==> src/rtl/gcd_rr_scheduler.sv <==
// Round-robin front end for one shared subtractive GCD engine.
// A granted requester's operands are reduced one subtract per cycle and its done bit pulses with the result.
module gcd_rr_scheduler #(
    parameter int WIDTH = 4,
    parameter int NREQ  = 4
) (
    input  logic                    clk,
    input  logic                    rst,
    input  logic [NREQ-1:0]         req,
    input  logic [NREQ*WIDTH-1:0]   a_in,
    input  logic [NREQ*WIDTH-1:0]   b_in,
    output logic [NREQ-1:0]         gnt,
    output logic [NREQ-1:0]         done,
    output logic [WIDTH-1:0]        result,
    output logic                    busy
);

    localparam int IDXW = (NREQ > 1) ? $clog2(NREQ) : 1;

    typedef enum logic [1:0] {
        IDLE = 2'd0,
        CALC = 2'd1,
        DONE = 2'd2
    } state_t;

    state_t            state_r, state_n;
    logic [WIDTH-1:0]  ra_r, ra_n;
    logic [WIDTH-1:0]  rb_r, rb_n;
    logic [IDXW-1:0]   id_r, id_n;
    logic [IDXW-1:0]   ptr_r, ptr_n;
    logic [WIDTH-1:0]  result_n;
    logic [NREQ-1:0]   gnt_n;
    logic [NREQ-1:0]   done_n;
    logic              busy_n;
    logic              found_s;
    logic [IDXW-1:0]   sel_s;

    // Round-robin search: first set req bit starting at ptr, wrapping.
    always_comb begin
        found_s = 1'b0;
        sel_s   = '0;
        for (int k = 0; k < NREQ; k++) begin
            if (!found_s && req[(int'(ptr_r) + k) % NREQ]) begin
                found_s = 1'b1;
                sel_s   = IDXW'((int'(ptr_r) + k) % NREQ);
            end else begin
                found_s = found_s;
            end
        end
    end

    // Next-state and next-output logic for the scheduler FSM.
    always_comb begin
        state_n  = state_r;
        ra_n     = ra_r;
        rb_n     = rb_r;
        id_n     = id_r;
        ptr_n    = ptr_r;
        result_n = result;
        gnt_n    = '0;
        done_n   = '0;
        case (state_r)
            IDLE: begin
                if (found_s) begin
                    gnt_n   = NREQ'(1) << sel_s;
                    ra_n    = a_in[int'(sel_s)*WIDTH +: WIDTH];
                    rb_n    = b_in[int'(sel_s)*WIDTH +: WIDTH];
                    id_n    = sel_s;
                    ptr_n   = (sel_s == IDXW'(NREQ - 1)) ? '0 : sel_s + IDXW'(1);
                    state_n = CALC;
                end else begin
                    state_n = IDLE;
                end
            end
            CALC: begin
                // A zero operand means the other one is the GCD; equal values fall to the rb branch.
                if ((ra_r == '0) || (rb_r == '0)) begin
                    result_n = (ra_r == '0) ? rb_r : ra_r;
                    done_n   = NREQ'(1) << id_r;
                    state_n  = DONE;
                end else if (ra_r > rb_r) begin
                    ra_n = ra_r - rb_r;
                end else begin
                    rb_n = rb_r - ra_r;
                end
            end
            DONE: begin
                state_n = IDLE;
            end
            default: begin
                state_n = IDLE;
            end
        endcase
        busy_n = (state_n != IDLE);
    end

    // State, datapath and registered outputs.
    always_ff @(posedge clk or posedge rst) begin
        if (rst) begin
            state_r <= IDLE;
            ra_r    <= '0;
            rb_r    <= '0;
            id_r    <= '0;
            ptr_r   <= '0;
            result  <= '0;
            gnt     <= '0;
            done    <= '0;
            busy    <= 1'b0;
        end else begin
            state_r <= state_n;
            ra_r    <= ra_n;
            rb_r    <= rb_n;
            id_r    <= id_n;
            ptr_r   <= ptr_n;
            result  <= result_n;
            gnt     <= gnt_n;
            done    <= done_n;
            busy    <= busy_n;
        end
    end

endmodule

==> config.mk <==
export PLATFORM = sky130hd
export DESIGN_NAME = gcd_rr_scheduler
export DESIGN_NICKNAME = d
export VERILOG_FILES = /design/src/rtl/gcd_rr_scheduler.sv
export SDC_FILE = /design/constraint.sdc
export NUM_CORES = 1
export LEC_CHECK = 0
export CORE_ASPECT_RATIO = 1.1
export CORE_MARGIN = 2
export CORE_UTILIZATION = 42
export DETAILED_ROUTE_END_ITERATION = 12
export GPL_TIMING_DRIVEN = 0
export PLACE_DENSITY = 0.76
export SYNTH_ARGS = -nofsm -noshare
export SYNTH_HDL_FRONTEND = slang
export SYNTH_SLANG_ARGS = --single-unit
export TNS_END_PERCENT = 20
==> constraint.sdc <==
create_clock -name clk -period 2.5 [get_ports clk]
set_clock_uncertainty 0.15 [all_clocks]
set_input_delay 0.625 -clock clk [delete_from_list [all_inputs] [get_ports clk]]
set_output_delay 0.625 -clock clk [all_outputs]
set_load 0.02 [all_outputs]
**Wire density map**

The die is cut into 13 by 14 equal tiles; white is low, dark blue is high, scaled to the fullest tile. Values are wire area over tile area, all layers added.
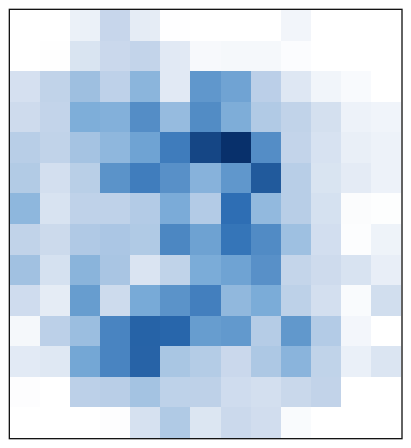
emptiest ninth of the die: north-east
nearly empty tiles: 17%
fullest tile: 0.45
mean over tiles: 0.13
tiles over half the peak: 18%

**Zoomed window**

Scale bar: 5 um. Region (22, 39) to (42, 59) um. Cells in grey, sequential cells in the stronger grey; small squares are vias.
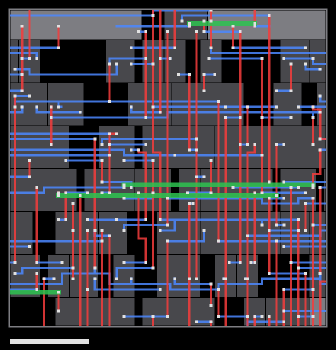
| colour | layer |
|---|---|
| red | M2 |
| blue | M1 |
| green | M3 |
most frequent: inv_1 (6), ha_1 (6)
cells with their middle in the window: 41
sequential cells in the window: 2
netlist names of flops here include: ra_r (1), result (1)

==> flow_results.xml <==
<?xml version="1.0" encoding="UTF-8"?>
<metrics>
  <group name="run_status">
    <metric name="status" unit="">complete, no violations</metric>
  </group>
  <group name="floorplan">
    <metric name="floorplan.core_area" unit="mm^2">0.00390</metric>
    <metric name="vertical_die_dimension" unit="um">70.4</metric>
    <metric name="chipWidth" unit="um">64.4</metric>
    <metric name="io_pins" unit="">51</metric>
    <metric name="dieArea" unit="mm^2">0.00453</metric>
    <metric name="fp_util" unit="">0.431</metric>
  </group>
  <group name="timing">
    <metric name="fin_worst_hold_slack" unit="ps">313</metric>
    <metric name="report.final.setup_viol" unit="">0</metric>
    <metric name="timing.final.hold_violations" unit="">0</metric>
    <metric name="tightestPinTransition" unit="ps">1010</metric>
    <metric name="period_minus_slack" unit="ps">2420</metric>
    <metric name="timing.setup.tns" unit="ps">0</metric>
    <metric name="layout_setup_ws" unit="ps">79.9</metric>
    <metric name="drv_slew" unit="">0</metric>
    <metric name="timing.fmax" unit="MHz">413</metric>
  </group>
  <group name="detailed_routing">
    <metric name="drt_pre_antenna_iters" unit="">4</metric>
    <metric name="met3RoutedLength" unit="um">140</metric>
    <metric name="top_signal_layer_used" unit="">met4</metric>
    <metric name="routedWlPerCell" unit="um">13.1</metric>
    <metric name="detailroute.via_count" unit="">1444</metric>
    <metric name="detail_route.vias_per_cell" unit="">5.16</metric>
    <metric name="drt_iter0_drc" unit="">55</metric>
    <metric name="totalWireLength" unit="um">3680</metric>
    <metric name="drtAntennaViolNets" unit="">0</metric>
    <metric name="detail_route_met2_wl" unit="um">1840</metric>
  </group>
  <group name="yosys">
    <metric name="post_synth_instance_area" unit="mm^2">0.00168</metric>
    <metric name="total_of_warnings_raised_by_yosys" unit="">0</metric>
    <metric name="ys_top_logic_family" unit="">AND-OR/OR-AND gates</metric>
    <metric name="enable_flop_cells" unit="">0</metric>
    <metric name="post_synth_mux_area_share" unit="">0.111</metric>
    <metric name="cells_after_synth" unit="">172</metric>
    <metric name="synth_compound_gate_area_share" unit="">0.173</metric>
    <metric name="synth.distinct_cells" unit="">39</metric>
    <metric name="ys_top_cells_by_area" unit="">sky130_fd_sc_hd__dfrtp_1, sky130_fd_sc_hd__mux2i_1, sky130_fd_sc_hd__ha_1, sky130_fd_sc_hd__nor2_1, sky130_fd_sc_hd__mux2_2</metric>
    <metric name="synthArstFlopShare" unit="">1.00</metric>
    <metric name="synth_top_cells_by_count" unit="">sky130_fd_sc_hd__dfrtp_1, sky130_fd_sc_hd__nor2_1, sky130_fd_sc_hd__inv_1, sky130_fd_sc_hd__mux2i_1, sky130_fd_sc_hd__nand2_1</metric>
    <metric name="nets_in_the_synthesized_netlist" unit="">220</metric>
    <metric name="post_synth_fa_ha_maj_area_fraction" unit="">0.0832</metric>
    <metric name="yosysCellCount" unit="">172</metric>
    <metric name="synth.cellmix.xorXnorShare" unit="">0.0208</metric>
    <metric name="ff_type" unit="">sky130_fd_sc_hd__dfrtp_1</metric>
    <metric name="synth-simple-area-share" unit="">0.152</metric>
  </group>
  <group name="placement">
    <metric name="routabilityCongestion" unit="">0.864</metric>
    <metric name="pre_cts_ws" unit="ps">-382</metric>
    <metric name="portBuffers" unit="">50</metric>
    <metric name="post-dp-hpwl" unit="um">2840</metric>
    <metric name="post_dp_cell_area" unit="mm^2">0.00225</metric>
  </group>
  <group name="setup_path">
    <metric name="crit_cells" unit="">8</metric>
    <metric name="worst-endpoint-arrival" unit="ps">2440</metric>
    <metric name="worstSetupPathType" unit="">in -&gt; reg</metric>
    <metric name="cp.required" unit="ps">2520</metric>
    <metric name="worst-path-max-fanout" unit="">10</metric>
    <metric name="regToRegStartpoint" unit="">ra_r[2]$_DFFE_PP0P_</metric>
    <metric name="cp-endpoint" unit="">ptr_r[1]$_DFFE_PP0P_</metric>
    <metric name="critical_path.endpoint_type" unit="">flip-flop</metric>
    <metric name="critPathLaunchType" unit="">input port</metric>
    <metric name="ff2ff_path_depth" unit="">11</metric>
    <metric name="r2r_end" unit="">rb_r[0]$_DFFE_PP0P_</metric>
    <metric name="worstPathBufferInverterCount" unit="">3</metric>
    <metric name="max_stage_delay" unit="ps">540</metric>
    <metric name="worstSetupStartpoint" unit="">req[0]</metric>
    <metric name="crit_path_cell_trace" unit="">clkdlybuf4s50_1, nor2b_1, nor2_1, o32a_1, buf_6, buf_12, ha_1, mux2_2</metric>
    <metric name="slowest_stage" unit="">sky130_fd_sc_hd__clkdlybuf4s50_1</metric>
  </group>
  <group name="pwr">
    <metric name="worst_vdd_ir" unit="mV">0.586</metric>
    <metric name="cell_internal_pwr" unit="mW">1.70</metric>
    <metric name="p_clk" unit="uW">254</metric>
    <metric name="p_comb_frac" unit="">0.649</metric>
    <metric name="sequentialPower" unit="uW">810</metric>
    <metric name="p_sw_frac" unit="">0.439</metric>
    <metric name="p_leak" unit="nW">1.07</metric>
    <metric name="power.combinational.total" unit="mW">1.96</metric>
    <metric name="totalPowerFinal" unit="mW">3.03</metric>
    <metric name="maxPowerGroup" unit="">combinational logic</metric>
    <metric name="p_per_area" unit="mW/mm^2">1280</metric>
    <metric name="net-switching-power" unit="mW">1.33</metric>
    <metric name="p_seq_frac" unit="">0.267</metric>
  </group>
  <group name="global_route">
    <metric name="grt.met2_usage" unit="">0.303</metric>
    <metric name="largest_net_degree_at_the_start_of_global_routing" unit="">28</metric>
    <metric name="grt_antenna_before_repair" unit="">0</metric>
    <metric name="remaining_global_route_overflow" unit="">0</metric>
    <metric name="first_global_vias" unit="">1467</metric>
    <metric name="grtUsageTotal" unit="">0.176</metric>
    <metric name="grtUsageMet3" unit="">0.0145</metric>
    <metric name="global_route.usage.met1" unit="">0.237</metric>
    <metric name="grt_first_pass_wirelength" unit="um">6360</metric>
    <metric name="global_route.peak_usage_layer" unit="">met2</metric>
  </group>
  <group name="final_layout">
    <metric name="seq_area_frac" unit="">0.285</metric>
    <metric name="area_share_clock_buf_inv" unit="">0.0206</metric>
    <metric name="n_fill_cell" unit="">352</metric>
    <metric name="nClkBuffers" unit="">3</metric>
    <metric name="comb_area_share" unit="">0.404</metric>
    <metric name="final_cell_mix" unit="">sky130_fd_sc_hd__clkdlybuf4s50_1, sky130_fd_sc_hd__dfrtp_1, sky130_fd_sc_hd__nor2_1</metric>
    <metric name="lay_top_count" unit="">sky130_fd_sc_hd__clkdlybuf4s50_1</metric>
    <metric name="num_antenna_cells" unit="">0</metric>
    <metric name="area.combinational" unit="um^2">960</metric>
    <metric name="bufAreaShareNonClock" unit="">0.240</metric>
    <metric name="share_of_the_core_filled_with_cells_in_the_final_layout" unit="">0.608</metric>
    <metric name="layout-area-overhead-vs-synth" unit="%">40.9</metric>
    <metric name="top_area_cell_class" unit="">logic gates</metric>
    <metric name="share_of_final_layout_standard_cells_stronger_than_drive_strength_1" unit="">0.132</metric>
    <metric name="finish.cell_count_without_fillers" unit="">280</metric>
    <metric name="layout.nets" unit="">277</metric>
    <metric name="seq_cell_count" unit="">27</metric>
    <metric name="postLayoutCellArea" unit="mm^2">0.00237</metric>
  </group>
  <group name="min_path">
    <metric name="timing.hold.worst_path_depth" unit="">1</metric>
    <metric name="holdPathEnd" unit="">done[2]$_DFF_PP0_</metric>
    <metric name="worstHoldStart" unit="">id_r[0]$_DFFE_PP0P_</metric>
  </group>
  <group name="clocking">
    <metric name="cts.sinks" unit="">27</metric>
    <metric name="post-cts-setup-buffers" unit="">0</metric>
    <metric name="path_clk_slew" unit="ps">100</metric>
    <metric name="cts-buffers-inserted" unit="">3</metric>
    <metric name="clockBufferDepth" unit="">2</metric>
    <metric name="cts_tree" unit="">yes</metric>
    <metric name="clk-insertion-delay-late" unit="ps">270</metric>
    <metric name="htree_levels" unit="">1</metric>
    <metric name="cts-hold-fix-buffers" unit="">0</metric>
    <metric name="root_buffer" unit="">sky130_fd_sc_hd__clkbuf_8</metric>
  </group>
  <group name="job">
    <metric name="max_cap_viol_count" unit="">0</metric>
  </group>
</metrics>
Power and IR drop assume default switching activity.
